--- config.mk ---
export PLATFORM = sky130hd
export DESIGN_NAME = seq_pattern_detect
export DESIGN_NICKNAME = d
export VERILOG_FILES = /design/src/rtl/seq_detect_pkg.sv /design/src/rtl/seq_match_window.sv /design/src/rtl/seq_pattern_detect.sv
export SDC_FILE = /design/constraint.sdc
export NUM_CORES = 1
export LEC_CHECK = 0
export ABC_AREA = 0
export ABC_CLOCK_PERIOD_IN_PS = 2450
export CORE_ASPECT_RATIO = 0.6
export CORE_MARGIN = 2
export CORE_UTILIZATION = 47
export DETAILED_ROUTE_END_ITERATION = 12
export GPL_ROUTABILITY_DRIVEN = 0
export PLACE_DENSITY = 0.84
export SLEW_MARGIN = 5
export SYNTH_ARGS = -nofsm -noshare
export SYNTH_HDL_FRONTEND = slang
export SYNTH_SLANG_ARGS = --single-unit
--- constraint.sdc ---
create_clock -name clk -period 2.45 [get_ports clk]
set_clock_uncertainty 0.05 [all_clocks]
set_input_delay 0.6125 -clock clk [delete_from_list [all_inputs] [get_ports clk]]
set_output_delay 0.6125 -clock clk [all_outputs]
set_load 0.02 [all_outputs]
--- src/rtl/seq_detect_pkg.sv ---
// Shared definitions for the serial pattern detector: FSM encoding,
// parameter defaults and the configuration length clamp.
package seq_detect_pkg;

    localparam int MAX_LEN_DEF = 8;
    localparam int CNT_W_DEF   = 8;

    localparam logic [0:0] ST_UNCFG = 1'b0;
    localparam logic [0:0] ST_RUN   = 1'b1;

    // Lengths above the window size are folded down to the full window.
    function automatic int unsigned clamp_len(input int unsigned len,
                                              input int unsigned max_len);
        if (len > max_len) begin
            return max_len;
        end else begin
            return len;
        end
    endfunction

endpackage

--- src/rtl/seq_match_window.sv ---
// History shift register, fill counter and masked pattern compare.
// match_o is combinational and only asserts on an accepted bit.
module seq_match_window
    import seq_detect_pkg::*;
#(
    parameter int MAX_LEN = MAX_LEN_DEF,
    parameter int LEN_W   = $clog2(MAX_LEN_DEF + 1)
) (
    input  logic               clk,
    input  logic               reset,
    input  logic               restart_i,
    input  logic               shift_i,
    input  logic               bit_i,
    input  logic [MAX_LEN-1:0] pattern_i,
    input  logic [LEN_W-1:0]   len_i,
    input  logic               overlap_i,
    output logic               match_o
);

    logic [MAX_LEN-1:0] hist_q;
    logic [MAX_LEN-1:0] hist_d;
    logic [LEN_W-1:0]   fill_q;
    logic [LEN_W-1:0]   fill_d;
    logic [MAX_LEN-1:0] hist_new_s;
    logic [MAX_LEN-1:0] mask_s;
    logic [LEN_W-1:0]   fill_inc_s;

    // Candidate window including the incoming bit, and the compare against it.
    always_comb begin
        hist_new_s = {hist_q[MAX_LEN-2:0], bit_i};
        if (fill_q >= LEN_W'(MAX_LEN)) begin
            fill_inc_s = fill_q;
        end else begin
            fill_inc_s = fill_q + LEN_W'(1);
        end
        mask_s = {MAX_LEN{1'b0}};
        for (int i = 0; i < MAX_LEN; i++) begin
            mask_s[i] = (LEN_W'(i) < len_i);
        end
        match_o = shift_i && (fill_inc_s >= len_i) &&
                  (((hist_new_s ^ pattern_i) & mask_s) == {MAX_LEN{1'b0}});
    end

    // Next history and fill; a non-overlapping match starts a fresh fill.
    always_comb begin
        hist_d = hist_q;
        fill_d = fill_q;
        if (restart_i) begin
            hist_d = {MAX_LEN{1'b0}};
            fill_d = {LEN_W{1'b0}};
        end else if (shift_i) begin
            hist_d = hist_new_s;
            if (match_o && !overlap_i) begin
                fill_d = {LEN_W{1'b0}};
            end else begin
                fill_d = fill_inc_s;
            end
        end else begin
            hist_d = hist_q;
            fill_d = fill_q;
        end
    end

    // Window state registers.
    always_ff @(posedge clk) begin
        if (reset) begin
            hist_q <= {MAX_LEN{1'b0}};
            fill_q <= {LEN_W{1'b0}};
        end else begin
            hist_q <= hist_d;
            fill_q <= fill_d;
        end
    end

endmodule

--- src/rtl/seq_pattern_detect.sv ---
// Configurable serial pattern detector: configuration FSM, registered
// match pulse and a saturating match counter around seq_match_window.
module seq_pattern_detect
    import seq_detect_pkg::*;
#(
    parameter int MAX_LEN = MAX_LEN_DEF,
    parameter int CNT_W   = CNT_W_DEF
) (
    input  logic                             clk,
    input  logic                             reset,
    input  logic                             inp_bit,
    input  logic                             inp_valid,
    input  logic                             cfg_load,
    input  logic [MAX_LEN-1:0]               cfg_pattern,
    input  logic [$clog2(MAX_LEN+1)-1:0]     cfg_len,
    input  logic                             cfg_overlap,
    input  logic                             cnt_clr,
    output logic                             seq_seen,
    output logic [CNT_W-1:0]                 match_count,
    output logic                             cnt_sat,
    output logic                             armed
);

    localparam int               LEN_W   = $clog2(MAX_LEN + 1);
    localparam logic [CNT_W-1:0] CNT_MAX = {CNT_W{1'b1}};
    localparam logic [CNT_W-1:0] CNT_ONE = CNT_W'(1);

    logic [0:0]         state_q;
    logic [0:0]         state_d;
    logic [MAX_LEN-1:0] pat_q;
    logic [MAX_LEN-1:0] pat_d;
    logic [LEN_W-1:0]   len_q;
    logic [LEN_W-1:0]   len_d;
    logic               ovl_q;
    logic               ovl_d;
    logic               seen_q;
    logic               armed_q;
    logic [CNT_W-1:0]   count_q;
    logic [CNT_W-1:0]   count_d;
    logic               sat_q;
    logic               sat_d;
    logic               accept_s;
    logic               match_s;

    // Configuration FSM; a load always restarts the window.
    always_comb begin
        state_d = state_q;
        pat_d   = pat_q;
        len_d   = len_q;
        ovl_d   = ovl_q;
        if (cfg_load) begin
            if (cfg_len < LEN_W'(2)) begin
                state_d = ST_UNCFG;
            end else begin
                state_d = ST_RUN;
                pat_d   = cfg_pattern;
                len_d   = LEN_W'(clamp_len(32'(cfg_len), int'(MAX_LEN)));
                ovl_d   = cfg_overlap;
            end
        end else begin
            state_d = state_q;
        end
    end

    // A bit is only accepted while running and never alongside a load.
    always_comb begin
        accept_s = 1'b0;
        case (state_q)
            ST_RUN:  accept_s = inp_valid && !cfg_load;
            ST_UNCFG: accept_s = 1'b0;
            default: accept_s = 1'b0;
        endcase
    end

    seq_match_window #(
        .MAX_LEN (MAX_LEN),
        .LEN_W   (LEN_W)
    ) u_window (
        .clk       (clk),
        .reset     (reset),
        .restart_i (cfg_load),
        .shift_i   (accept_s),
        .bit_i     (inp_bit),
        .pattern_i (pat_q),
        .len_i     (len_q),
        .overlap_i (ovl_q),
        .match_o   (match_s)
    );

    // Saturating counter; a clear overrides a coincident match.
    always_comb begin
        count_d = count_q;
        sat_d   = sat_q;
        if (cnt_clr) begin
            count_d = {CNT_W{1'b0}};
            sat_d   = 1'b0;
        end else if (match_s) begin
            if (count_q == CNT_MAX) begin
                count_d = count_q;
                sat_d   = 1'b1;
            end else begin
                count_d = count_q + CNT_ONE;
                sat_d   = sat_q || (count_q == (CNT_MAX - CNT_ONE));
            end
        end else begin
            count_d = count_q;
        end
    end

    // Control, configuration and output registers.
    always_ff @(posedge clk) begin
        if (reset) begin
            state_q <= ST_UNCFG;
            pat_q   <= {MAX_LEN{1'b0}};
            len_q   <= {LEN_W{1'b0}};
            ovl_q   <= 1'b0;
            seen_q  <= 1'b0;
            armed_q <= 1'b0;
            count_q <= {CNT_W{1'b0}};
            sat_q   <= 1'b0;
        end else begin
            state_q <= state_d;
            pat_q   <= pat_d;
            len_q   <= len_d;
            ovl_q   <= ovl_d;
            seen_q  <= match_s;
            armed_q <= (state_d == ST_RUN);
            count_q <= count_d;
            sat_q   <= sat_d;
        end
    end

    assign seq_seen    = seen_q;
    assign match_count = count_q;
    assign cnt_sat     = sat_q;
    assign armed       = armed_q;

endmodule

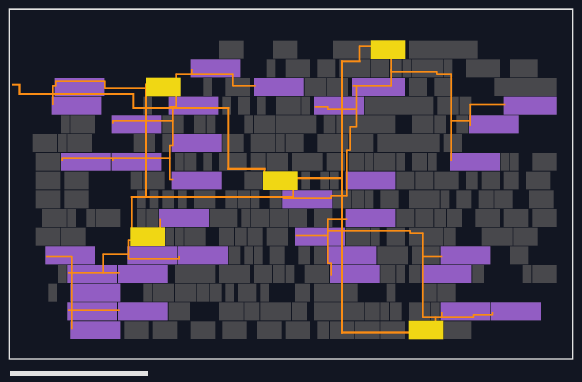
*Clock distribution*
Bar = 20 um.
yellow -> clock drivers  # count 5
orange -> clock wires  # length 429 um
purple -> flip-flops  # count 35
flops lie = spread over the die
routed clock nets = 6
clock-net power: 0.422 mW
Clk network pwr share: 36.0%
clk_lat worst skew: 290 ps

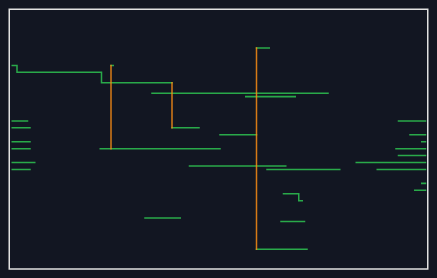
*Metal layers overlaid*
Only two layers are drawn.
green -> metal 3  # wire length 244 um
orange -> metal 4  # wire length 64.6 um
Tot GR Track Use: 23.0%
WL/cell: 14.7 um
vias after detailed routing: 1544
DRT Wirelength: 4290 um

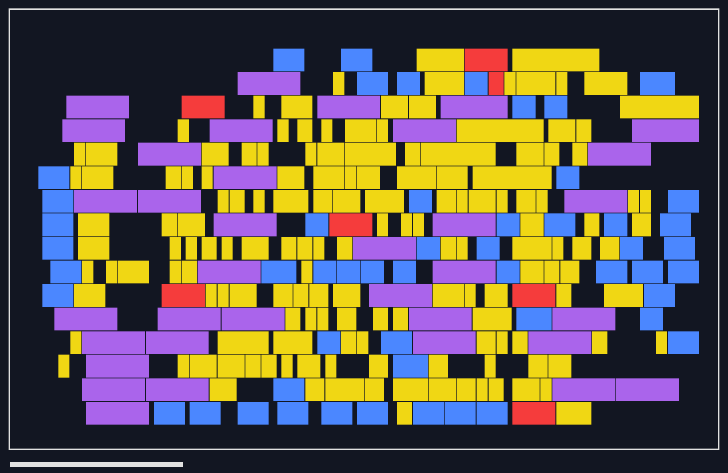
*Cells colored by class*
Bar = 20 um.
red -> clock drivers and dummy loads  # cells 7, share of their area 3.7%
yellow -> combinational and other logic  # cells 153, share of their area 46%
blue -> remaining buffers and delay cells  # cells 52, share of their area 20%
purple -> sequential cells  # cells 35, share of their area 30%
fin util: 71.9%
# rows: 16
Design Area, Final: 2420 um2

==> CHANGELOG.md <==
### Metrics

* Clk slew on worst S/H paths at 70 ps
* Worst min-delay path class: reg -> reg
* Setup violators final at 9
* Worst slew pin tran at 444 ps
* Most utilized layer in the global route result: met1
* Vias in the first global route at 1485
* Sw Share at 24.2%
* Die boundary height at 50.6 um
* I/O pins at 30
* Syn_area_per_cell at 8.65 um2
* Top pwr grp: registers
* Crit Path Category: reg -> reg
* Cell Chain, Critical Path: buf_4 -> ha_4 -> nand2b_4 -> xnor2_2 -> ha_1 -> o21a_1 -> o22ai_2 -> nor4b_4 -> o211ai_2 -> buf_4 -> or4_4 -> a21oi_2
* Fillers at 238
* CP Max Fanout at 3
* Tool warnings at 31
* Final Max Tran Viols at 0
* Fin cells at 292
* Failing checks: negative setup slack
* CP top delay family: simple AND/OR/NAND/NOR gates
* Final Worst Setup Slack at -144 ps
* Top cells by area: dfxtp_1 (41%), ha_1 (5.9%), a21oi_1 (5.6%)
* Routed wl met2 at 1730 um
* Comb power frac at 13.1%
* Int Pwr at 0.887 mW
* Most numerous logic cell after layout: dfxtp_1
* Status: finished, violations left
* Dominant class by area: logic gates
* Reg area at 703 um2
* Critical Path AT at 2770 ps
* Buffering overhead at 19.8%
* Fin nets at 274
* Final Cycle Share at 106%
* Compound Share, Synth at 16.0%
* Combinational gates at 143
* Adder Share, Synth at 5.87%
* Unrepaired setup endpoints after global routing: yes
* And+or+nand+nor area frac at 19.2%
* Tap cells at 45
* Seq cells at 35
-- timing repair --
item                       in CTS  in global routing
setup endpoints to repair       9                 13
gates cloned                    0                  0
hold endpoints to repair        0                  0
setup buffers                   4                  0
resized                        15                 11
hold buffers                    0                  0
pin swaps                       8                  2
-- worst paths after layout --
path,startpoint,endpoint,slack (ps),depth (start not counted)
max,u_window.fill_q[1]$_SDFFE_PP0P_,match_count[6]$_SDFFE_PP0P_,-140,12
min,cnt_sat$_SDFFE_PP0P_,cnt_sat$_SDFFE_PP0P_,400,2
max reg2reg,u_window.fill_q[1]$_SDFFE_PP0P_,match_count[6]$_SDFFE_PP0P_,-140,12
min reg2reg,cnt_sat$_SDFFE_PP0P_,cnt_sat$_SDFFE_PP0P_,400,2
Power and IR drop assume default switching activity.
